`src/rtl/washer_seq.sv`:
```
// Washing-machine phase sequencer: fill, agitate (fwd/pause/rev/pause), drain, spin.
// Define WASHER_SEQ_LEVEL_EN to add the level_full sensor and the FILL timeout fault.
module washer_seq #(
    parameter int unsigned T_W     = 8,
    parameter int unsigned CNT_W   = 4,
    parameter int unsigned T_FILL  = 60,
    parameter int unsigned T_AGIT  = 60,
    parameter int unsigned T_PAUSE = 5,
    parameter int unsigned T_DRAIN = 60,
    parameter int unsigned T_SPIN  = 60,
    parameter int unsigned N_WASH  = 7,
    parameter int unsigned N_RINSE = 15
) (
    input  logic             clk,
    input  logic             rst,
    input  logic [1:0]       mode_sel,
    input  logic             start,
    input  logic             estop,
    input  logic             pause,
`ifdef WASHER_SEQ_LEVEL_EN
    input  logic             level_full,
`endif
    output logic             inlet,
    output logic             drain,
    output logic             dry,
    output logic             motor_fwd,
    output logic             motor_rev,
    output logic             idle_led,
    output logic             busy,
    output logic             done,
    output logic             fault,
    output logic [3:0]       phase,
    output logic [CNT_W-1:0] cycles_left,
    output logic [T_W-1:0]   sec_left
);

    typedef enum logic [3:0] {
        S_IDLE    = 4'd0,
        S_FILL    = 4'd1,
        S_AGIT_F  = 4'd2,
        S_PAUSE_A = 4'd3,
        S_AGIT_R  = 4'd4,
        S_PAUSE_B = 4'd5,
        S_DRAIN   = 4'd6,
        S_SPIN    = 4'd7,
        S_DONE    = 4'd8,
        S_FAULT   = 4'd9
    } state_t;

    localparam logic [1:0] MODE_RINSE = 2'd1;
    localparam logic [1:0] MODE_FULL  = 2'd2;
    localparam logic [1:0] MODE_SPIN  = 2'd3;

    state_t           state_q, state_d;
    logic [1:0]       mode_q, mode_d;
    logic             rinse_blk_q, rinse_blk_d;
    logic [T_W-1:0]   sec_q, sec_d;
    logic [CNT_W-1:0] cyc_q, cyc_d;

    logic             busy_st;
    logic             timer_exp;
    logic             go;
    state_t           tgt;
    logic [CNT_W-1:0] cyc_load;

    // Timer reload value: the state lasts dur+1 cycles including the exit edge.
    function automatic logic [T_W-1:0] dur(input state_t s);
        case (s)
            S_FILL:               dur = T_W'(T_FILL - 1);
            S_AGIT_F, S_AGIT_R:   dur = T_W'(T_AGIT - 1);
            S_PAUSE_A, S_PAUSE_B: dur = T_W'(T_PAUSE - 1);
            S_DRAIN:              dur = T_W'(T_DRAIN - 1);
            S_SPIN:               dur = T_W'(T_SPIN - 1);
            default:              dur = '0;
        endcase
    endfunction

    assign busy_st  = (state_q >= S_FILL) && (state_q <= S_SPIN);
    assign cyc_load = rinse_blk_q ? CNT_W'(N_RINSE) : CNT_W'(N_WASH);

    always_ff @(posedge clk) begin
        if (rst) begin
            state_q     <= S_IDLE;
            mode_q      <= 2'd0;
            rinse_blk_q <= 1'b0;
            sec_q       <= '0;
            cyc_q       <= '0;
        end else begin
            state_q     <= state_d;
            mode_q      <= mode_d;
            rinse_blk_q <= rinse_blk_d;
            sec_q       <= sec_d;
            cyc_q       <= cyc_d;
        end
    end

    always_comb begin
        state_d     = state_q;
        mode_d      = mode_q;
        rinse_blk_d = rinse_blk_q;
        sec_d       = sec_q;
        cyc_d       = cyc_q;
        go          = 1'b0;
        tgt         = state_q;
        timer_exp   = (sec_q == '0);
        if (estop) begin
            state_d     = S_IDLE;
            mode_d      = 2'd0;
            rinse_blk_d = 1'b0;
            sec_d       = '0;
            cyc_d       = '0;
        end else if (!(pause && busy_st)) begin
            case (state_q)
                S_IDLE, S_DONE: begin
                    if (start && (mode_sel != 2'd0)) begin
                        mode_d      = mode_sel;
                        rinse_blk_d = (mode_sel == MODE_RINSE);
                        go          = 1'b1;
                        tgt         = (mode_sel == MODE_SPIN) ? S_DRAIN : S_FILL;
                    end
                end
                S_FILL: begin
`ifdef WASHER_SEQ_LEVEL_EN
                    if (level_full) begin
                        go    = 1'b1;
                        tgt   = S_AGIT_F;
                        cyc_d = cyc_load;
                    end else if (timer_exp) begin
                        go  = 1'b1;
                        tgt = S_FAULT;
                    end
`else
                    if (timer_exp) begin
                        go    = 1'b1;
                        tgt   = S_AGIT_F;
                        cyc_d = cyc_load;
                    end
`endif
                end
                S_AGIT_F:  if (timer_exp) begin go = 1'b1; tgt = S_PAUSE_A; end
                S_PAUSE_A: if (timer_exp) begin go = 1'b1; tgt = S_AGIT_R;  end
                S_AGIT_R:  if (timer_exp) begin go = 1'b1; tgt = S_PAUSE_B; end
                S_PAUSE_B: begin
                    if (timer_exp) begin
                        go = 1'b1;
                        if (cyc_q > CNT_W'(1)) begin
                            tgt   = S_AGIT_F;
                            cyc_d = cyc_q - CNT_W'(1);
                        end else begin
                            tgt   = S_DRAIN;
                            cyc_d = '0;
                        end
                    end
                end
                // A full wash drains twice: after the wash block and after the rinse block.
                S_DRAIN: begin
                    if (timer_exp) begin
                        go = 1'b1;
                        if ((mode_q == MODE_FULL) && !rinse_blk_q) begin
                            tgt         = S_FILL;
                            rinse_blk_d = 1'b1;
                        end else if (mode_q == MODE_RINSE) begin
                            tgt = S_DONE;
                        end else begin
                            tgt = S_SPIN;
                        end
                    end
                end
                S_SPIN:  if (timer_exp) begin go = 1'b1; tgt = S_DONE; end
                default: ;
            endcase
            if (go) begin
                state_d = tgt;
                sec_d   = dur(tgt);
            end else if (busy_st && !timer_exp) begin
                sec_d = sec_q - T_W'(1);
            end
        end
    end

    // Actuators are silenced while a run is held by pause.
    always_comb begin
        inlet     = (state_q == S_FILL) && !pause;
        motor_fwd = (state_q == S_AGIT_F) && !pause;
        motor_rev = (state_q == S_AGIT_R) && !pause;
        drain     = ((state_q == S_DRAIN) || (state_q == S_SPIN)) && !pause;
        dry       = (state_q == S_SPIN) && !pause;
        idle_led  = state_q inside {S_IDLE, S_PAUSE_A, S_PAUSE_B, S_DONE, S_FAULT};
        busy      = busy_st;
        done      = (state_q == S_DONE);
`ifdef WASHER_SEQ_LEVEL_EN
        fault     = (state_q == S_FAULT);
`else
        fault     = 1'b0;
`endif
    end

    assign phase       = state_q;
    assign cycles_left = cyc_q;
    assign sec_left    = sec_q;

endmodule

```
`config.mk`:
```
export PLATFORM = sky130hd
export DESIGN_NAME = washer_seq
export DESIGN_NICKNAME = d
export VERILOG_FILES = /design/src/rtl/washer_seq.sv
export SDC_FILE = /design/constraint.sdc
export NUM_CORES = 1
export LEC_CHECK = 0
export CELL_PAD_IN_SITES_DETAIL_PLACEMENT = 0
export CELL_PAD_IN_SITES_GLOBAL_PLACEMENT = 2
export CORE_MARGIN = 2
export CORE_UTILIZATION = 26
export CTS_CLUSTER_SIZE = 12
export DETAILED_ROUTE_END_ITERATION = 10
export PLACE_DENSITY_LB_ADDON = 0.08
export SYNTH_ARGS = -nofsm -noshare
export SYNTH_HDL_FRONTEND = slang
export SYNTH_SLANG_ARGS = --single-unit
```
`constraint.sdc`:
```
create_clock -name clk -period 2.91 [get_ports clk]
set_input_delay 0.582 -clock clk [delete_from_list [all_inputs] [get_ports clk]]
set_output_delay 0.582 -clock clk [all_outputs]
set_load 0.005 [all_outputs]
```
Run 1, met2 routing:
Drawn at 4 px/um.
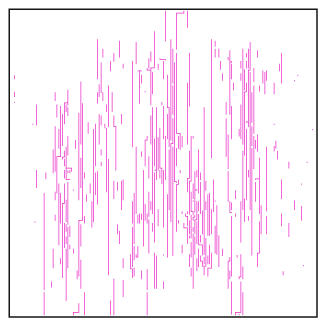
197 nets have wire on it. The layer holds 48% of the routed length. The layer carries 2070 um of wire.

Run 1, PDN straps and rails:
Drawn at 4 px/um. Pins as bars on the die edge. Tap cells in gray.
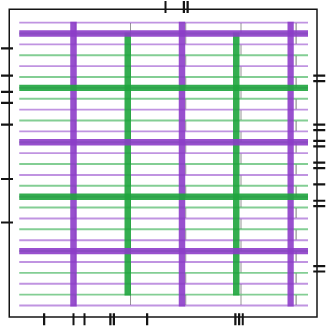
Key: VSS = purple; VDD = green
27 met1 rails follow the rows. 5 straps on met5. The core has 26 rows.

==> run_results.csv, run 1 <==
group,metric,value,unit
route,drtPass1Iterations,4,
timing,hold_violations,0,
route,vias_per_cell,5.07,
cells_and_area,logic_area,923,um2
worst_setup_path,crit_chain,"inv_1 -> ha_1 -> or3b_1 -> or3_4 -> a221o_1 -> o311a_1 -> a211oi_1 -> a311oi_1",
die,fp_util,26.8,%
timing,fin_hold_ws,0.476,ns
synthesis,ys_seq_share,27.8,%
synthesis,postSynthCellCount,189,
place,hpwl,3.34,mm
route,final_antenna_net_count,0,
worst_setup_path,endpoint_kind,"flop",
synthesis,netlist_area,0.00137,mm2
die,dieArea,0.00587,mm2
timing,finalCriticalPeriod,2.73,ns
place,place_congestion,0.878,
synthesis,synth_cell_type_count,48,
run_status,status,"completed",
synthesis,yosys-stat-area,0.00137,mm2
global_route,overflow,0,
synthesis,synth_flops,19,
place,dp_cells,295,
run,maxCapViolations,0,
synthesis,ys_cells,189,
worst_setup_path,path_max_fanout,6,
die,core_area,0.00511,mm2
timing,rsz0062_at_grt,"no",
power_and_ir_drop,vdd_drop_max,289,uV
die,die_h,76.6,um
hold_path,hp-class,"reg2reg",
clock_network,cts_tree,"yes",
clock_network,cts_made_buffers,3,
worst_setup_path,crit_required,3.06,ns
power_and_ir_drop,internal_power,0.000820,W
synthesis,fp_nets,199,
global_route,grt_max_degree,18,
Run 1, signal wires on met3:
Drawn at 4 px/um. Cells faint in the background.
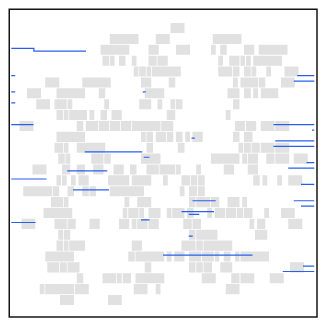
The longest straight run is 22.1 um. The layer carries 182 um of wire.

-- run 1: stage by stage --
step / worst slack [ns] / instance area, um2 / utilization [%]
detailed placement: 0.136 / 1850 / 36.2
finish: 0.184 / 1900 / 37.2
CTS: 0.118 / 1890 / 37.1
floorplan: 0.347 / 1370 / -
global route: 0.0428 / 1900 / 37.2
global placement: 0.141 / 1850 / 36.2
-- run 1: logic make-up after synthesis --
logic type	count (synthesis)	synth area share, %
AND-OR/OR-AND	56	25.9
flip-flops	19	27.8
adder cells (fa/ha/maj)	3	2.74
other	1	0.274
AND/OR/NAND/NOR	85	33.0
multiplexers	2	1.83
XOR/XNOR	5	3.20
buffers and inverters	18	5.30
-- run 1: worst register-to-register path: stages, from the launching register on --
cell	delay, ns
dfxtp_1	0.34
inv_1	0.08
ha_1	0.17
or3b_1	0.49
or3_4	0.46
a221o_1	0.39
o311a_1	0.38
a211oi_1	0.23
a311oi_1	0.07
-- run 1: layer usage --
metal,track usage [%],share of wire [%]
met2,25.5,48
met1,19.9,47
met5,0,0
met3,2.49,4.2
met4,6.18,1.5
-- run 1: cell type report --
type,instances,share of cell area (%)
tap,70,4.61
clock inverter,1,0.263
clock buffer,3,2.17
inverter,8,1.58
timing repair buffer,46,22.8
sequential,19,20.0
multi-input combinational,152,48.6
-- run 1: cells in the final DEF, fill, tap and decap left out, types with 2 or more instances in the layout --
cell type | synthesis | layout
nor2_1 | 30 | 30
clkdlybuf4s50_1 | 0 | 30
dfxtp_1 | 19 | 19
a21oi_1 | 18 | 18
buf_4 | 1 | 15
o21ai_0 | 14 | 14
nand2_1 | 13 | 13
nor3_1 | 11 | 11
inv_1 | 8 | 8
and2_1 | 5 | 5
xnor2_1 | 5 | 5
a211oi_1 | 4 | 4
nand3_1 | 3 | 3
a31oi_1 | 3 | 3
nor3b_1 | 3 | 3
ha_1 | 3 | 3
clkbuf_8 | 0 | 3
nor4b_1 | 2 | 2
and3_1 | 2 | 2
or2_2 | 2 | 2
nand3b_1 | 2 | 2
nand2b_1 | 2 | 2
nor2b_1 | 2 | 2
o31ai_1 | 2 | 2
nor4_1 | 2 | 2
a221oi_1 | 3 | 2
-- run 1: power by group through the flow --
stage,Sequential (W),Combinational (W),Clock (W)
after floorplan,0.000337,0.000508,0
after global placement,0.000355,0.000858,0
after detailed placement,0.000356,0.000857,0
after CTS,0.000350,0.000866,0.000204
after global routing,0.000360,0.000959,0.000214
final,0.000351,0.000868,0.000193
-- run 1: worst paths after layout --
path,endpoint,depth (start not counted),slack (ns),startpoint
worst min-delay path,mode_q[1],2,0.48,mode_q[1]
worst min register to register,mode_q[1],2,0.48,mode_q[1]
worst max register to register,sec_left[0],8,0.18,sec_left[1]
worst max-delay path,sec_left[0],8,0.18,sec_left[1]
-- run 1: flip-flops by register name, summed over array words and instances (netlist names) --
signal and cells:
cycles_left 4, rinse_blk_q 1, mode_q 2, phase 4, sec_left 8
==> run 2, diff against run 1 <==
--- a/config.mk
+++ b/config.mk
@@ -7,7 +7,7 @@
 export LEC_CHECK = 0
 export CELL_PAD_IN_SITES_DETAIL_PLACEMENT = 0
 export CELL_PAD_IN_SITES_GLOBAL_PLACEMENT = 2
-export CORE_MARGIN = 2
+export CORE_MARGIN = 4
 export CORE_UTILIZATION = 26
 export CTS_CLUSTER_SIZE = 12
 export DETAILED_ROUTE_END_ITERATION = 10
Run 2, PDN straps and rails:
Drawn at 4 px/um. Pins as bars on the die edge. Tap cells in gray.
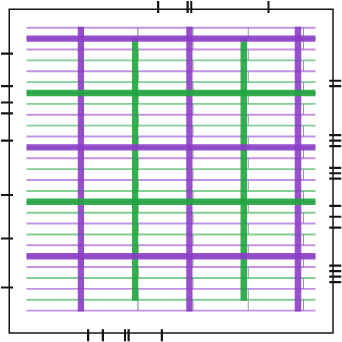
Key: VSS = purple; VDD = green
32 signal pins sit on the boundary. 5 straps on met5. 70 tap cells.

Run 2, the clock network:
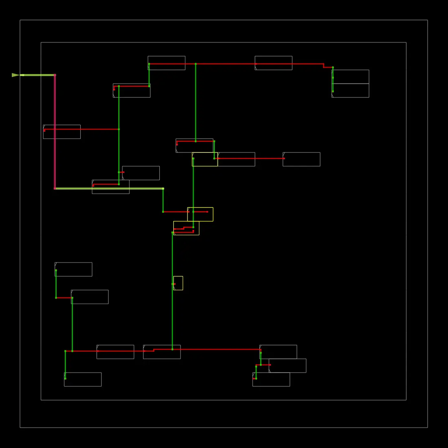
Clock net power: 0.000188 W
clk sink count: 19
clk_skew: 0.00684 ns

==> run_results.csv, run 2 <==
group,metric,value,unit
timing,finalCriticalPeriod,2.68,ns
worst_setup_path,path_max_fanout,6,
cells_and_area,largest_reg_flops,8,
clock_network,cts-root-buf,"clkbuf_8",
power_and_ir_drop,vdd_drop_max,265,uV
die,fp_util,26.8,%
run_status,status,"completed",
worst_setup_path,crit_arrival,2.83,ns
global_route,overflow,0,
global_route,met1_usage,18.5,%
synthesis,synth_cell_type_count,48,
timing,slew_headroom,66.1,%
timing,fin_hold_ws,0.481,ns
timing,hold_violations,0,
synthesis,synthTopCellsByArea,"dfxtp_1, nor2_1, a21oi_1, o21ai_0, nor3_1",
synthesis,fp_nets,199,
run,maxCapViolations,0,
synthesis,postSynthCellCount,189,
synthesis,ys_warn_count,0,
place,place_congestion,0.894,
cells_and_area,logic_area,917,um2
clock_network,post_cts_resized,0,
synthesis,synth_flops,19,
route,drtPass1Iterations,4,
hold_path,hp-class,"reg2reg",
die,core_area,0.00511,mm2
die,dieArea,0.00649,mm2
place,hpwl,3.41,mm
cells_and_area,mostFrequentLayoutCells,"nor2_1, clkdlybuf4s50_1, dfxtp_1",
worst_setup_path,crit_slowest_cell,"or3b_1",
synthesis,ys_cells,189,
route,vias_per_cell,5.07,
clock_network,cts_tree,"yes",
synthesis,common_cells,"nor2_1, dfxtp_1, a21oi_1, o21ai_0, nand2_1",
clock_network,cts_made_buffers,3,
worst_setup_path,endpoint_kind,"flop",
global_route,grt_max_degree,18,
global_route,grtUsageTotal,14.5,%
die,die_h,80.6,um
global_route,top_usage_layer,"met2",
worst_setup_path,crit_chain,"inv_1 -> ha_1 -> or3b_1 -> or3_4 -> a221oi_1 -> nand2_1 -> mux2_4 -> a211oi_1 -> a311oi_1",
timing,rsz0062_at_grt,"no",
synthesis,yosys-stat-area,0.00137,mm2
synthesis,ys_seq_share,27.8,%
synthesis,netlist_area,0.00137,mm2
worst_setup_path,crit_required,3.06,ns
route,final_antenna_net_count,0,
Run 2, signal wires on met3:
Drawn at 3 px/um. Cells faint in the background.
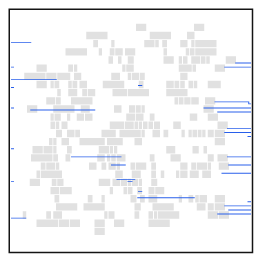
The longest straight run is 21.4 um. The layer carries 223 um of wire.

[run 2: cell families after synthesis]
| logic type | share of synthesized area (%) |
|---|---|
| xor+xnor | 3.20 |
| simple gates | 33.0 |
| mux | 1.83 |
| fa+ha+maj | 2.74 |
| flops | 27.8 |
| other cells | 0.274 |
| buf+inv | 5.30 |
| compound gates | 25.9 |
[run 2: metal layers]
layer  wire length [um]  share of wire [%]
met1               2080                 47
met2               2020                 46
met3                223                5.1
met4                 57                1.3
met5                  0                  0
[run 2: metrics by stage]
step	cell area (um2)	setup WS (ns)	total power, W	cells	utilization, %
6_report	1900	0.230	0.00140	300	37.2
2_1_floorplan	1370	0.347	0.000844	189	-
4_1_cts	1900	0.207	0.00142	300	37.2
5_1_grt	1900	0.0199	0.00153	300	37.2
3_3_place_gp	1860	0.117	0.00123	296	36.3
3_5_place_dp	1860	0.147	0.00122	296	36.3
[run 2: worst min-delay path, stage by stage (launching register included)]
cell	delay, ns
dfxtp_1	0.33
nand2_1	0.06
a21oi_1	0.05
[run 2: worst paths after layout]
kind / start / end / cells after the start / slack, ns
hold / removal: mode_q[0] / mode_q[0] / 2 / 0.48
setup reg to reg: sec_left[1] / sec_left[0] / 9 / 0.23
setup / recovery: sec_left[1] / sec_left[0] / 9 / 0.23
hold reg to reg: mode_q[0] / mode_q[0] / 2 / 0.48
[run 2: power breakdown]
part / total (W) / leakage, nW / switching, W / internal [W]
registers: 0.000351 / 0.154 / 0.0000576 / 0.000294
clock network: 0.000188 / 0.0255 / 0.0000930 / 0.0000951
logic: 0.000857 / 0.504 / 0.000422 / 0.000435
[run 2: area by class of cell]
class,instances,share of cell area (%)
well taps,70,4.61
flip-flops and latches,19,20.0
clock inverters,1,0.263
clock buffers,3,2.17
repair buffers,47,23.2
inverters,8,1.58
multi-input cells,152,48.2
==> run 3, diff against run 2 <==
--- a/config.mk
+++ b/config.mk
@@ -7,6 +7,7 @@
 export LEC_CHECK = 0
 export CELL_PAD_IN_SITES_DETAIL_PLACEMENT = 0
 export CELL_PAD_IN_SITES_GLOBAL_PLACEMENT = 2
+export CORE_ASPECT_RATIO = 1.5
 export CORE_MARGIN = 4
 export CORE_UTILIZATION = 26
 export CTS_CLUSTER_SIZE = 12
Run 3, signal wires on met3:
Drawn at 3 px/um. Cells faint in the background.
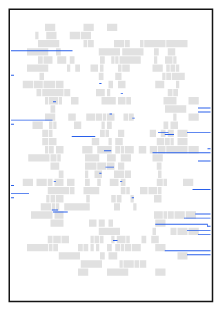
The layer carries 182 um of wire. The longest straight run is 20.2 um. The wires run mostly horizontal. The layer holds 3.9% of the routed length. 31 nets have wire on it.

Run 3, PDN straps and rails:
Drawn at 4 px/um. Pins as bars on the die edge. Tap cells in gray.
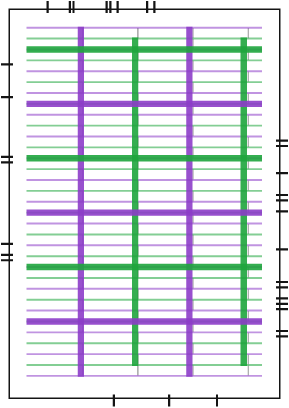
Key: VDD = green; VSS = purple
The core has 32 rows. 68 tap cells. 4 straps on met4. 32 signal pins sit on the boundary. 33 met1 rails follow the rows.

==> run_results.csv, run 3 <==
group,metric,value,unit
run_status,status,"completed",
worst_setup_path,crit_required,3.06,ns
cells_and_area,finalNetCount,241,
timing,rsz0062_at_grt,"no",
cells_and_area,drive_above_1_share,13.0,%
die,rows,32,
synthesis,postSynthCellCount,189,
global_route,grt_pass1_vias,1499,
clock_network,cts-root-buf,"clkbuf_8",
synthesis,synthTopCellsByArea,"dfxtp_1, nor2_1, a21oi_1, o21ai_0, nor3_1",
worst_setup_path,path_max_fanout,4,
synthesis,ys_warn_count,0,
worst_setup_path,path_class,"reg2reg",
timing,fmax,0.369,GHz
synthesis,edf_count,0,
timing,finalClockSkew,0.00139,ns
synthesis,ys_cells,189,
synthesis,synth_cell_type_count,48,
synthesis,netlist_area,0.00137,mm2
die,fp_util,26.7,%
route,drc,0,
power_and_ir_drop,vdd_drop_max,317,uV
timing,finalCriticalPeriod,2.71,ns
worst_setup_path,crit_slowest_cell,"or3b_1",
cells_and_area,antenna_cells,0,
power_and_ir_drop,power.density,748,mW/mm2
worst_setup_path,r2r-end,"sec_left[0]",
clock_network,clockBufferDepth,2,
timing,slew_violations,0,
cells_and_area,largest_reg_flops,8,
clock_network,cts_made_buffers,3,
synthesis,top_cell_area_share,27.8,%
timing,setup_viol,0,
hold_path,hp-class,"reg2reg",
synthesis,synthArstFlopShare,0,%
worst_setup_path,r2r_cells,10,
route,final_antenna_net_count,0,
clock_network,clock_sinks,19,
hold_path,worstHoldEndpoint,"mode_q[0]",
die,die_h,96.9,um
global_route,grtUsageTotal,14.6,%
cells_and_area,area_growth,37.7,%
clock_network,clock_latency,0.26,ns
die,dieWidth,67.3,um
route,vias_per_cell,5.16,
die,dieArea,0.00652,mm2
worst_setup_path,r2r_start,"sec_left[1]",
die,core_area,0.00512,mm2
route,drtPass1Iterations,4,
die,io_pins,32,
synthesis,ys.flop_type,"dfxtp_1",
worst_setup_path,crit_chain,"inv_1 -> ha_1 -> or3b_1 -> buf_4 -> or2_2 -> o21ai_0 -> a21oi_1 -> o311a_1 -> a211oi_1 -> a311oi_1",
synthesis,yosys-stat-area,0.00137,mm2
clock_network,post_cts_buffers,0,
synthesis,common_cells,"nor2_1, dfxtp_1, a21oi_1, o21ai_0, nand2_1",
clock_network,hold_buffers,0,
route,wire_per_inst,15.5,um
hold_path,hp-start,"mode_q[0]",
power_and_ir_drop,cellLeakagePower,0.681,nW
global_route,overflow,0,
timing,fin_setup_tns,0,ns
run,warnings,27,
power_and_ir_drop,fin_total_pwr,0.00141,W
timing,worstMarginPinSlew,0.612,ns
clock_network,post_cts_resized,0,
hold_path,min_path_cells,2,
place,hpwl,3.63,mm
worst_setup_path,endpoint_kind,"flop",
synthesis,fp_nets,199,
global_route,grt_max_degree,18,
run,maxCapViolations,0,
worst_setup_path,crit_arrival,2.86,ns
timing,hold_violations,0,
synthesis,synth_flops,19,
synthesis,avgSynthCellArea,7.25,um2
synthesis,ys_seq_share,27.8,%
timing,slew_headroom,58.8,%
route,drt_iter0_markers,52,
place,place_congestion,0.835,
clock_network,cts_tree,"yes",
worst_setup_path,r2r_setup_slack,0.20,ns
cells_and_area,mostFrequentLayoutCells,"nor2_1, clkdlybuf4s50_1, dfxtp_1",
Run 3, metal layers overlaid:
Drawn at 4 px/um.
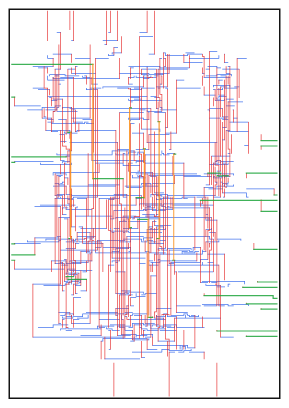
Key: metal 1 = blue [wire length 1850 um]; metal 2 = red [wire length 2420 um]; metal 3 = green [wire length 182 um]; metal 4 = orange [wire length 178 um]

## run 3: critical path: cells and delay by family (launching register included)
family,cells,cell delay [ns]
AOI/OAI and AO/OA,5,1.07
and+or+nand+nor,2,0.75
DFF,1,0.33
buffers and inverters,2,0.25
adders and majority gates,1,0.20
## run 3: per-stage QoR
| step | utilization [%] | std cells | setup slack, ns | hold slack (ns) | instance area [um2] |
|---|---|---|---|---|---|
| final | 36.8 | 298 | 0.200 | 0.483 | 1890 |
| after global routing | 36.8 | 298 | 0.0360 | 0.493 | 1890 |
| after CTS | 36.8 | 298 | 0.201 | 0.479 | 1890 |
| after detailed placement | 35.9 | 294 | 0.126 | 0.468 | 1840 |
| after global placement | 35.9 | 294 | 0.150 | 0.459 | 1840 |
| after floorplan | - | 189 | 0.347 | 0.445 | 1370 |
## run 3: layout make-up
| type | count | area, um2 | area share, % |
|---|---|---|---|
| clock inverter | 1 | 5.00 | 0.265 |
| tap | 68 | 85.1 | 4.51 |
| sequential | 19 | 380 | 20.2 |
| multi-input combinational | 152 | 917 | 48.6 |
| inverter | 8 | 30.0 | 1.59 |
| clock buffer | 3 | 41.3 | 2.19 |
| timing repair buffer | 47 | 428 | 22.7 |
## run 3: how the worst max path moves through the flow
stage	cells past startpoint	to	start
floorplan	9	sec_left[0]	sec_left[0]
global placement	8	sec_left[7]	start
finish	10	sec_left[0]	sec_left[1]
global route	10	sec_left[0]	sec_left[1]
detailed placement	7	sec_left[0]	start
CTS	10	sec_left[0]	sec_left[1]
## run 3: per-layer routing
layer / share of wire [%] / track usage, % / routed length [um] / vias up
met5: 0 / 0 / 0 / -
met4: 3.8 / 7.19 / 177 / 0
met3: 3.9 / 2.56 / 181 / 14
met2: 52 / 26.4 / 2420 / 41
met1: 40 / 15.2 / 1850 / 715
li1: - / - / - / 767
## run 3: power breakdown
group / switching, W / internal (W) / leakage [nW] / total (W)
clock network: 0.0000997 / 0.0000955 / 0.0255 / 0.000195
logic: 0.000436 / 0.000429 / 0.502 / 0.000865
registers: 0.0000579 / 0.000294 / 0.154 / 0.000352
total: 0.000593 / 0.000818 / 0.681 / 0.00141
## run 3: logic make-up after synthesis
| logic type | count (synthesis) | synth area share, % |
|---|---|---|
| compound gates | 56 | 25.9 |
| xor+xnor | 5 | 3.20 |
| buf+inv | 18 | 5.30 |
| fa+ha+maj | 3 | 2.74 |
| simple gates | 85 | 33.0 |
| flops | 19 | 27.8 |
| mux | 2 | 1.83 |
| other cells | 1 | 0.274 |
Power figures rest on the tool's default switching activity, not on a simulated workload.
